**config.mk**
```make
export PLATFORM = sky130hd
export DESIGN_NAME = syscall_responder
export DESIGN_NICKNAME = d
export VERILOG_FILES = /design/src/rtl/syscall_responder.sv
export SDC_FILE = /design/constraint.sdc
export NUM_CORES = 1
export LEC_CHECK = 0
export CAP_MARGIN = 15
export CORE_ASPECT_RATIO = 1.5
export CORE_MARGIN = 5
export CORE_UTILIZATION = 34
export DETAILED_ROUTE_END_ITERATION = 7
export SLEW_MARGIN = 25
export SYNTH_ARGS = -nofsm -noshare
export SYNTH_HDL_FRONTEND = slang
export SYNTH_SLANG_ARGS = --single-unit
```
**constraint.sdc**
```tcl
create_clock -name clk -period 3.3 [get_ports clk]
set_clock_uncertainty 0.15 [all_clocks]
set_input_delay 0.99 -clock clk [delete_from_list [all_inputs] [get_ports clk]]
set_output_delay 0.99 -clock clk [all_outputs]
set_load 0.005 [all_outputs]
```
**src/rtl/syscall_responder.sv**
```systemverilog
// rtl/syscall_responder.sv - WB-stage syscall responder: print int/hex, exit, tick-timed display hold
// Optional macro SYSCALL_STATS_EN adds the serviced-syscall counter on sys_count.
module syscall_responder #(
    parameter int HOLD_TICKS     = 4,
    parameter int CODE_PRINT_INT = 1,
    parameter int CODE_EXIT      = 10,
    parameter int CODE_PRINT_HEX = 34
) (
    input  logic        clk,
    input  logic        rst,
    input  logic        tick,
    input  logic        sys_req,
    input  logic [31:0] sys_v0,
    input  logic [31:0] sys_a0,
    output logic        sys_ack,
    output logic        stall,
    output logic        halted,
    output logic [31:0] display,
    output logic        disp_hex,
    output logic        err_code,
    output logic [15:0] sys_count
);

    localparam int CW = (HOLD_TICKS > 0) ? $clog2(HOLD_TICKS + 1) : 1;

    typedef enum logic [2:0] {
        IDLE,
        DECODE,
        HOLD,
        ACK,
        WAIT_LOW,
        HALT
    } state_t;

    state_t          state;
    state_t          next_state;
    logic [31:0]     v0_q;
    logic [31:0]     a0_q;
    logic [CW-1:0]   hold_cnt;
    logic            is_print;
    logic            is_hex;
    logic            is_exit;
    logic            hold_done;

    assign is_hex    = (v0_q == 32'(CODE_PRINT_HEX));
    assign is_print  = (v0_q == 32'(CODE_PRINT_INT)) || is_hex;
    assign is_exit   = (v0_q == 32'(CODE_EXIT));
    assign hold_done = tick && (32'(hold_cnt) + 32'd1 == 32'(HOLD_TICKS));

    always_ff @(posedge clk) begin
        if (rst) begin
            state <= IDLE;
        end else begin
            state <= next_state;
        end
    end

    always_comb begin
        next_state = state;
        case (state)
            IDLE: begin
                if (sys_req) next_state = DECODE;
            end
            DECODE: begin
                if (is_exit) begin
                    next_state = HALT;
                end else if (is_print && (HOLD_TICKS > 0)) begin
                    next_state = HOLD;
                end else begin
                    next_state = ACK;
                end
            end
            HOLD: begin
                if (hold_done) next_state = ACK;
            end
            ACK:      next_state = WAIT_LOW;
            WAIT_LOW: begin
                if (!sys_req) next_state = IDLE;
            end
            HALT:     next_state = HALT;
            default:  next_state = IDLE;
        endcase
    end

    // ACK and WAIT_LOW release the pipeline so WB retires while ack is high.
    always_comb begin
        sys_ack = (state == ACK);
        stall   = ((state == IDLE) && sys_req) || (state == DECODE) ||
                  (state == HOLD) || (state == HALT);
    end

    always_ff @(posedge clk) begin
        if (rst) begin
            v0_q     <= '0;
            a0_q     <= '0;
            hold_cnt <= '0;
            halted   <= 1'b0;
            display  <= '0;
            disp_hex <= 1'b0;
            err_code <= 1'b0;
        end else begin
            if (state == IDLE && sys_req) begin
                v0_q <= sys_v0;
                a0_q <= sys_a0;
            end
            // Outside HOLD the counter sits at zero, so every HOLD entry starts fresh.
            if (state != HOLD) begin
                hold_cnt <= '0;
            end else if (tick) begin
                hold_cnt <= hold_cnt + 1'b1;
            end
            if (state == DECODE) begin
                if (is_print) begin
                    display  <= a0_q;
                    disp_hex <= is_hex;
                end else if (is_exit) begin
                    halted <= 1'b1;
                end else begin
                    err_code <= 1'b1;
                end
            end
        end
    end

`ifdef SYSCALL_STATS_EN
    logic [15:0] count_q;

    always_ff @(posedge clk) begin
        if (rst) begin
            count_q <= '0;
        end else if (((state == ACK) || (state == DECODE && is_exit)) &&
                     (count_q != 16'hFFFF)) begin
            count_q <= count_q + 16'd1;
        end
    end

    assign sys_count = count_q;
`else
    assign sys_count = '0;
`endif

endmodule

```
==> run summary <==
Update from the flow run.

The switching power total is 880 uW. The portion of synthesized cell area occupied by the leading cell type is 50.8%. Per the post-place timing report, worst setup slack is -112 ps. The count of inserted antenna diode cells is 0. The maximum buffer depth of the clock tree is 2. The largest fanout of any net on the critical path is 2. The share of the clock period used by the worst path is 94.1%. The worst-case hold slack is 305 ps. The number of OpenROAD warnings is 27. The cell resize tally after clock tree synthesis is 1. Once placement finished, the instance area stood at 0.00523 sq mm. The synthesized netlist has a Yosys-reported chip area of 0.00413 sq mm. The tally of yosys warning messages is 0. The global-route usage over all layers is 14.9%. The first global-routing pass estimated 17,500 um of wire.

The worst path arrival time is 1970 ps. The final weighted congestion of routability-driven global placement is 0.735. The run finished with clean final reports. The largest family of logic cells by area is simple AND/OR/NAND/NOR gates. The clock root buffer master is sky130_fd_sc_hd__clkbuf_16. The chip area is 0.0145 sq mm. A synthesized cell averages 8.06 sq um. Pins over their slew limit in the final report were tallied at 0. The total chip power is 3180 uW. For this floorplan the total number of well-tap instances is 153. Static timing analysis puts the maximum clock frequency at 0.322 GHz. The count of pins on the block boundary is 121. The final antenna-violating net count is 0. Ranked by total area, the top cell class in this layout is registers. The share of synthesized cell area in full adder, half adder and majority cells is 0.605%. The fill cell total of the finished layout is 1,196. The count of sequential standard cells is 105. TritonCTS built the clock tree.

The count of multi-input gates is 366. In this run, the synthesized area fraction spent on AND-OR/OR-AND gates is recorded as 17.6%. The launch point of the worst min-delay path is recorded as a0_q[20]. The number of hold buffers added after CTS was 0. The finished layout holds 756 standard cells, fillers aside.

Counting the clock-network buffers in the layout gives 10. For this run, the post-layout net count is 668. The detailed router placed 3,704 vias in this run. The total DRC errors in the routed layout is 0.

In this run the layout overhead on the synthesized area is reported as 34.6%. In this run, synthesis produced a sequential element count of 105. As logged by OpenROAD, the buffers inserted on ports number 104.

The endpoint kind of the worst setup timing path is an output pin. The remaining global-route overflow is 0. The final hold violation count is 0. The required time of the worst setup path is 2160 ps. The element type at the critical path start is an input port. The area taken by multi-input combinational cells is reported as 0.00180 sq mm.

The worst-case max-slew headroom was logged as 61.4%. The power report attributes to the sequential group a share of 45.4%. The leakage power figure is 0.00195 uW. Per the cell usage report, the commonest logic cells after layout are 134 x sky130_fd_sc_hd__nand2_1, 105 x sky130_fd_sc_hd__dfxtp_1, 102 x sky130_fd_sc_hd__clkdlybuf4s50_1. The worst hold path class is reg2reg. The pre-antenna-repair detailed-routing pass consisted of 4 iterations. The wire length recorded after detailed routing is 10,600 um.

After the first detailed-routing iteration, the DRC count stood at 131. Looking at the clock tree report, the H-tree level count equals 3. The worst-margin pin slew is 574 ps.

The fraction of power spent switching nets is 27.6%. The simple logic cell fraction of the synthesized area is 22.5%. In the post-synthesis netlist, the biggest area contributors are sky130_fd_sc_hd__dfxtp_1 51%, sky130_fd_sc_hd__nand2_1 12%, sky130_fd_sc_hd__a21oi_1 12%, sky130_fd_sc_hd__nand3_1 4.4%, sky130_fd_sc_hd__o21ai_0 3.9%. The non-clock buffering overhead in the final layout is 20.2%. The number of non-clock buffers in the layout is 114. Counting I/O delays and the setup requirement, the final critical path takes 3110 ps. The launch point of the worst register-to-register path is recorded as v0_q[21].

The cell-mix breakdown from Yosys lists the XOR/XNOR area share as 0.424%. The clock tree has to reach 105 sinks. The critical path launch point is sys_req. In the final timing run, aggregate negative setup slack is 0 ps. The part of the total power dissipated in combinational logic is 17.9%. The cell accounting for the most synthesized area is sky130_fd_sc_hd__dfxtp_1. The layout report lists the clock-cell share of area as 6.05%. Setup repair after global routing left no endpoint under its margin. For reference, the mux area share after synthesis is 0.484%. After routing the design area is 0.00557 sq mm. The placed instance count is 740.

Entering global routing, the biggest net connects 65 pins. Per the final layout report, the fraction of cells sized above drive strength 1 comes to 6.63%. The instance tally after logic synthesis is 513. The pre-placement core utilization is 34.6%. The internal power consumption is 2300 uW. The final layout report lists a non-clock inverter count of 2. In the setup report, the worst path falls into the class in2out. The clock share of power is 36.6%. Looking at the worst setup and hold paths, the clock pins of their registers show a slew of 70 ps. The sequential element share of the synthesized area is 50.8%. Before any placement, the netlist area is recorded as 0.00413 sq mm.

The count of different cell masters after synthesis is 39. The clock latency reported for the late side of the worst-skew pair is 340 ps.
==> Yosys cell counts <==
master                      count
sky130_fd_sc_hd__a41o_2         1
sky130_fd_sc_hd__dfxtp_1      105
sky130_fd_sc_hd__ha_1           2
sky130_fd_sc_hd__a211oi_1       1
sky130_fd_sc_hd__or2_2          1
sky130_fd_sc_hd__mux2i_1        2
sky130_fd_sc_hd__buf_4         16
sky130_fd_sc_hd__nor3_1         5
sky130_fd_sc_hd__a41oi_1        1
sky130_fd_sc_hd__nand4_1        1
sky130_fd_sc_hd__o22ai_1        2
sky130_fd_sc_hd__buf_2          6
sky130_fd_sc_hd__nor2b_1        1
sky130_fd_sc_hd__nor4_1         4
sky130_fd_sc_hd__xor2_1         1
sky130_fd_sc_hd__and3b_1        1
sky130_fd_sc_hd__nand4b_1       1
sky130_fd_sc_hd__conb_1         1
sky130_fd_sc_hd__inv_1          2
sky130_fd_sc_hd__nand2b_4       1
sky130_fd_sc_hd__xnor2_1        1
sky130_fd_sc_hd__buf_6          2
sky130_fd_sc_hd__a2111oi_0      1
sky130_fd_sc_hd__nand2b_1       1
sky130_fd_sc_hd__a21oi_1       99
sky130_fd_sc_hd__nor4bb_1       1
sky130_fd_sc_hd__or4_4          1
sky130_fd_sc_hd__nand2_1      134
sky130_fd_sc_hd__nand3_1       36
sky130_fd_sc_hd__o31ai_1        2
sky130_fd_sc_hd__nor4_2         5
sky130_fd_sc_hd__o21ai_0       32
sky130_fd_sc_hd__clkbuf_8       1
sky130_fd_sc_hd__clkbuf_1      30
sky130_fd_sc_hd__nor2_1         7
sky130_fd_sc_hd__o41ai_1        1
sky130_fd_sc_hd__and2b_2        1
sky130_fd_sc_hd__or4_1          2
sky130_fd_sc_hd__and2_2         1
==> worst paths after layout <==
path | to | slack, ps | depth (start not counted)
setup / recovery | stall | 190 | 4
setup reg to reg | disp_hex | 920 | 5
hold reg to reg | a0_q[20] | 300 | 2
hold / removal | a0_q[20] | 300 | 2
==> sequential cells by signal, summed over array words and instances, names as in the netlist <==
signal / flops
a0_q: 32
display: 32
v0_q: 32
hold_cnt: 3
state: 3
disp_hex: 1
err_code: 1
halted: 1
==> power groups by stage <==
| stage | logic (uW) | clock network [uW] | registers, uW |
|---|---|---|---|
| after floorplan | 391 | 0 | 1450 |
| after global placement | 572 | 0 | 1470 |
| after detailed placement | 584 | 0 | 1480 |
| after CTS | 583 | 1200 | 1450 |
| after global routing | 640 | 1250 | 1460 |
| final | 570 | 1170 | 1450 |
==> metal layers <==
layer / up-vias / global-route usage (%) / share of wire (%)
met3: 14 / 2.40 / 4.2
met1: 1725 / 16.0 / 40
li1: 1878 / - / -
met2: 87 / 27.7 / 54
met4: 0 / 6.95 / 2.3
met5: - / 0 / 0
==> critical path, stage by stage <==
cell and delay, ps:
sky130_fd_sc_hd__clkdlybuf4s50_1 470, sky130_fd_sc_hd__nor2_1 40, sky130_fd_sc_hd__o31ai_1 200, sky130_fd_sc_hd__dlygate4sd2_1 260
Fig. 1: power grid
Pins as bars on the die edge.
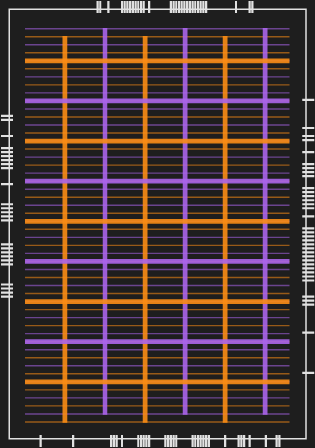
- VSS: orange
- VDD: purple
- rows: 49
- met4 straps: 6
- signal pins: 121
- met5 straps: 9
Worst IR Drop VDD: 0.000241 V
die boundary height: 145 um
Die X: 100 um
floorplan core area: 0.0120 sq mm

Fig. 2: logic cells by family
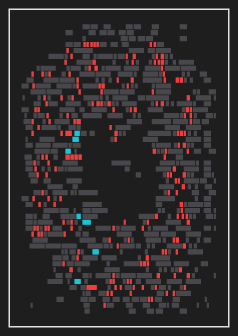
- AND and OR gates: cyan (cells 7)
- NAND gates: red (cells 174; where spread over the die)
most common logic cell in the routed design: sky130_fd_sc_hd__nand2_1
logic share of the area: 32.4%

Fig. 3: where the registers sit
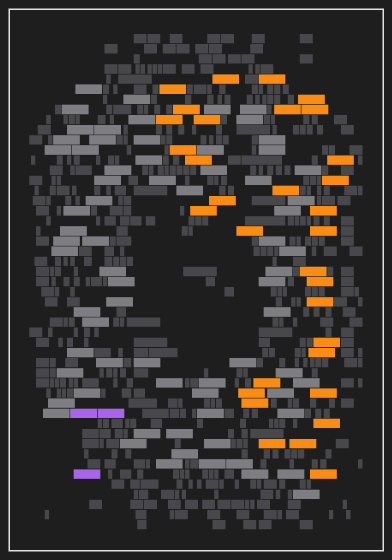
- `hold_cnt`: purple (sequential cells 3)
- `display`: orange (sequential cells 32)
fraction of area in registers: 37.8%
Layout Utilization: 46.6%
storage element area: 0.00210 sq mm

Power figures rest on the tool's default switching activity, not on a simulated workload.
